--- src/rtl/clk_period_meter.sv ---
// Measures period and high time of a divided clock (already in the in_clk domain)
// and hands each measurement to a consumer over a valid/ready interface.
module clk_period_meter #(
  parameter int unsigned CNT_WIDTH = 16
) (
  input  logic                 in_clk,
  input  logic                 reset_l,
  input  logic                 sig_in,
  input  logic                 enable,
  input  logic                 clr,
  output logic                 meas_valid,
  input  logic                 meas_ready,
  output logic [CNT_WIDTH-1:0] period,
  output logic [CNT_WIDTH-1:0] high_time,
  output logic                 overrun,
  output logic                 timeout
);

  localparam logic [CNT_WIDTH-1:0] CNT_MAX = '1;
  localparam logic [CNT_WIDTH-1:0] CNT_ONE = CNT_WIDTH'(1);

  typedef enum logic [1:0] {
    IDLE    = 2'd0,
    SYNC    = 2'd1,
    MEASURE = 2'd2
  } state_e;

  state_e               state_q, state_d;
  logic                 sig_d_q;
  logic [CNT_WIDTH-1:0] cnt_q, cnt_d;
  logic [CNT_WIDTH-1:0] high_cap_q, high_cap_d;
  logic [CNT_WIDTH-1:0] period_q, period_d;
  logic [CNT_WIDTH-1:0] high_time_q, high_time_d;
  logic                 valid_q, valid_d;
  logic                 overrun_q, overrun_d;
  logic                 timeout_q, timeout_d;

  logic rise_c, fall_c, result_c, timeout_set_c, overrun_set_c;

  assign rise_c = sig_in & ~sig_d_q;
  assign fall_c = ~sig_in & sig_d_q;

  // Measurement FSM: a result is produced on every rise after the first one.
  always_comb begin
    state_d       = state_q;
    cnt_d         = cnt_q;
    high_cap_d    = high_cap_q;
    result_c      = 1'b0;
    timeout_set_c = 1'b0;
    if (!enable) begin
      state_d = IDLE;
      cnt_d   = '0;
    end else begin
      case (state_q)
        IDLE: begin
          cnt_d   = '0;
          state_d = SYNC;
        end
        SYNC: begin
          if (rise_c) begin
            cnt_d   = CNT_ONE;
            state_d = MEASURE;
          end
        end
        MEASURE: begin
          cnt_d = cnt_q + CNT_ONE;
          if (fall_c) high_cap_d = cnt_q;
          if (rise_c) begin
            result_c = 1'b1;
            cnt_d    = CNT_ONE;
          end else if (cnt_q == CNT_MAX) begin
            timeout_set_c = 1'b1;
            cnt_d         = '0;
            state_d       = SYNC;
          end
        end
        default: begin
          state_d = IDLE;
          cnt_d   = '0;
        end
      endcase
    end
  end

  // Output slot: a new result is dropped (and flagged) only if the held one is not being taken.
  always_comb begin
    period_d      = period_q;
    high_time_d   = high_time_q;
    valid_d       = valid_q;
    overrun_set_c = 1'b0;
    if (result_c) begin
      if (!valid_q || meas_ready) begin
        period_d    = cnt_q;
        high_time_d = high_cap_q;
        valid_d     = 1'b1;
      end else begin
        overrun_set_c = 1'b1;
      end
    end else if (valid_q && meas_ready) begin
      valid_d = 1'b0;
    end
    overrun_d = overrun_set_c | (overrun_q & ~clr);
    timeout_d = timeout_set_c | (timeout_q & ~clr);
  end

  always_ff @(posedge in_clk or negedge reset_l) begin
    if (!reset_l) begin
      state_q     <= IDLE;
      sig_d_q     <= 1'b0;
      cnt_q       <= '0;
      high_cap_q  <= '0;
      period_q    <= '0;
      high_time_q <= '0;
      valid_q     <= 1'b0;
      overrun_q   <= 1'b0;
      timeout_q   <= 1'b0;
    end else begin
      state_q     <= state_d;
      sig_d_q     <= sig_in;
      cnt_q       <= cnt_d;
      high_cap_q  <= high_cap_d;
      period_q    <= period_d;
      high_time_q <= high_time_d;
      valid_q     <= valid_d;
      overrun_q   <= overrun_d;
      timeout_q   <= timeout_d;
    end
  end

  assign meas_valid = valid_q;
  assign period     = period_q;
  assign high_time  = high_time_q;
  assign overrun    = overrun_q;
  assign timeout    = timeout_q;

endmodule
--- config.mk ---
export PLATFORM = sky130hd
export DESIGN_NAME = clk_period_meter
export DESIGN_NICKNAME = d
export VERILOG_FILES = /design/src/rtl/clk_period_meter.sv
export SDC_FILE = /design/constraint.sdc
export NUM_CORES = 1
export LEC_CHECK = 0
export CAP_MARGIN = 25
export CORE_MARGIN = 1.5
export CORE_UTILIZATION = 54
export CTS_CLUSTER_DIAMETER = 120
export CTS_CLUSTER_SIZE = 40
export DETAILED_ROUTE_END_ITERATION = 8
export PLACE_DENSITY = 0.82
export SLEW_MARGIN = 20
export SYNTH_ARGS = -nofsm -noshare
export SYNTH_HDL_FRONTEND = slang
export SYNTH_SLANG_ARGS = --single-unit
--- constraint.sdc ---
create_clock -name in_clk -period 2.69 [get_ports in_clk]
set_clock_uncertainty 0.15 [all_clocks]
set_input_delay 0.4035 -clock in_clk [delete_from_list [all_inputs] [get_ports in_clk]]
set_output_delay 0.4035 -clock in_clk [all_outputs]
set_load 0.01 [all_outputs]
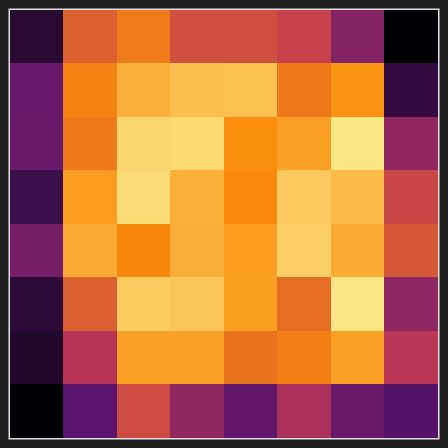
(cell density map)
8 x 8 tiles, from black (low) to pale yellow (high), 0 to 100% covered.
The emptiest ninth of the die: lower left. 41% of the tiles are over 75% full. The mean over all tiles is 60%. The fullest tile reaches 95%. 3.1% of the tiles are nearly empty. The densest ninth of the die: centre.
Core Util at FP: 55.9%
final core utilization: 68.8%
Core ar.: 0.00551 sq mm

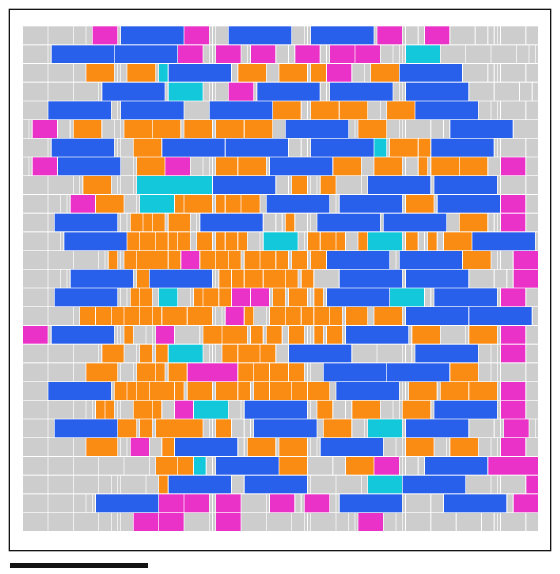
(cells coloured by class)
The bar under the picture is 20 um long. Fill, decap, tap and diode cells in grey.
Blue stands for registers, cells 70, share of their area 47%. Magenta stands for remaining buffers and delay cells, cells 50, share of their area 13%. Cyan stands for clock drivers and dummy loads, cells 15, share of their area 5.1%. Orange stands for remaining logic cells, cells 167, share of their area 34%.
Final Instance Area: 0.00379 sq mm
row cnt: 27
flop share of the area: 46.3%

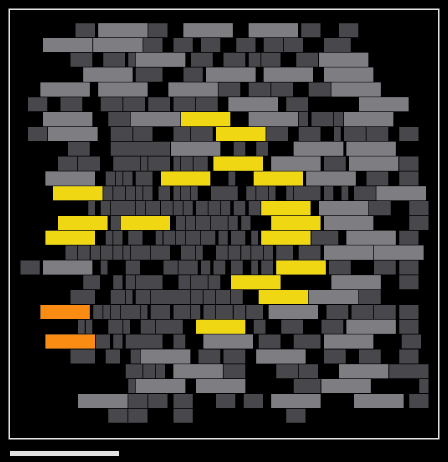
(sequential cells coloured by netlist name)
The bar under the picture is 20 um long. Other sequential cells in the stronger grey, the rest of the logic in the fainter grey.
Orange stands for state_q, sequential cells 2. Yellow stands for cnt_q, sequential cells 16.

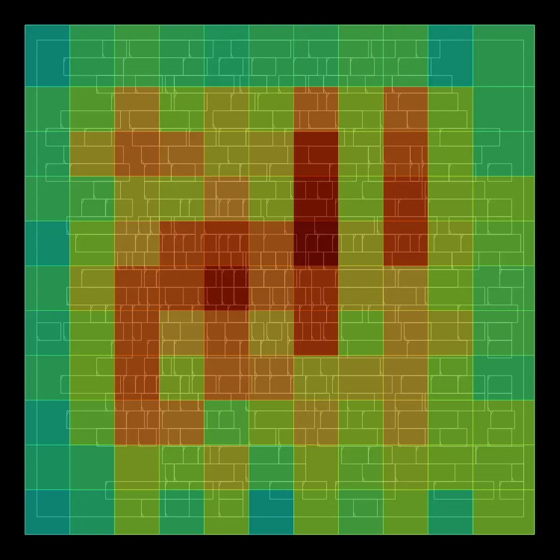
(congestion heat map)
routing usage on met1: 29.9%
met2 Resource Use GR: 32.1%
average routed wire per standard cell: 16.1 um
grt peak-use layer: met2

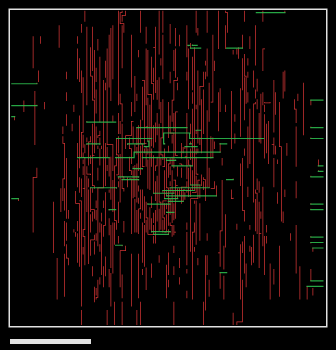
(signal wires by layer)
The bar under the picture is 20 um long. Only two layers are drawn.
Green stands for M3, wire length 283 um. Red stands for M2, wire length 2840 um.
Detailed Route WL: 6.01 mm
total number of vias: 2179

==> qor.csv <==
stage,metric,value,unit
outcome,status,"finished, final reports clean",
sta,fin_crit,2.40,ns
worst_setup_path,startpoint_type,flip-flop,
global_route,met3_usage,3.84,%
detailed_routing,maxUsedRoutingLayer,met4,
synthesis,top_logic_kind,multiplexers,
hold_path,min_delay_path_depth,2,
detailed_routing,drt_iter0_markers,183,
worst_setup_path,required,2.79,ns
placement,post_dp_cell_area,0.00359,sq mm
power_and_ir_drop,pwr-share-seq,54.2,%
global_route,grt_pass1_wl,10.2,mm
cts,cts_tree,built,
worst_setup_path,crit_path_end,cnt_q[10],
die,tap_cells,72,
final_layout,comb_area,0.00122,sq mm
synthesis,edf_count,0,
synthesis,synth_seq_share,56.9,%
global_route,grt-ovfl-total,0,
final_layout,diodes,0,
placement,dp_hpwl,4.09,mm
final_layout,largest_class,flip-flops and latches,
detailed_routing,met2_length,2.84,mm
sta,finalMaxSlewViolations,0,
final_layout,inverters,9,
sta,worst_pin_slew,0.624,ns
power_and_ir_drop,ir_worst_vdd,0.282,mV
worst_setup_path,reg2reg_to,cnt_q[10],
final_layout,n_clock_buffer,11,
worst_setup_path,critical-path-top-delay-family,simple AND/OR/NAND/NOR gates,
final_layout,drive_above_1_share,24.8,%
final_layout,sh_comb_area,32.3,%
power_and_ir_drop,pwr-share-clk,41.4,%
hold_path,min_from,high_cap_q[9],
hold_path,min_to,high_cap_q[9],
power_and_ir_drop,p_leak,0.00172,uW
global_route,grt_max_degree,71,
cts,clock_sinks,70,
synthesis,adder_share,1.22,%
global_route,track_usage,21.8,%
placement,dp_cells,358,
synthesis,simple_gate_share,12.4,%
final_layout,stdcell_count,374,
cts,post-cts-setup-buffers,0,
die,io_pins,41,
power_and_ir_drop,pg_comb,86.4,uW
sta,finalClockPeriodUsage,89.3,%
synthesis,synthCells,251,
worst_setup_path,r2r_slack,0.29,ns
final_layout,nMultiInputCombCells,158,
hold_path,holdCritPathClass,flip-flop to flip-flop,
power_and_ir_drop,p_int,1530,uW
worst_setup_path,cp_num_buf_inv,1,
worst_setup_path,startpoint,cnt_q[0],
cts,cts-root-buf,clkbuf_8,
worst_setup_path,rr_worst_depth,6,
cts,cts_buffers,9,
worst_setup_path,crit_path_max_incr_delay,0.47,ns
power_and_ir_drop,power-top-group,sequential cells,
detailed_routing,wl_met1,2.69,mm
cts,post_cts_resized,0,
power_and_ir_drop,switching_share,21.7,%
sta,setup_viol,0,
final_layout,clkCellAreaFrac,4.99,%
cts,cts_hold_buffers,1,
final_layout,flops,70,
final_layout,fin_nets,307,
job,warnings,27,
Power is estimated from default activity; no workload was simulated.
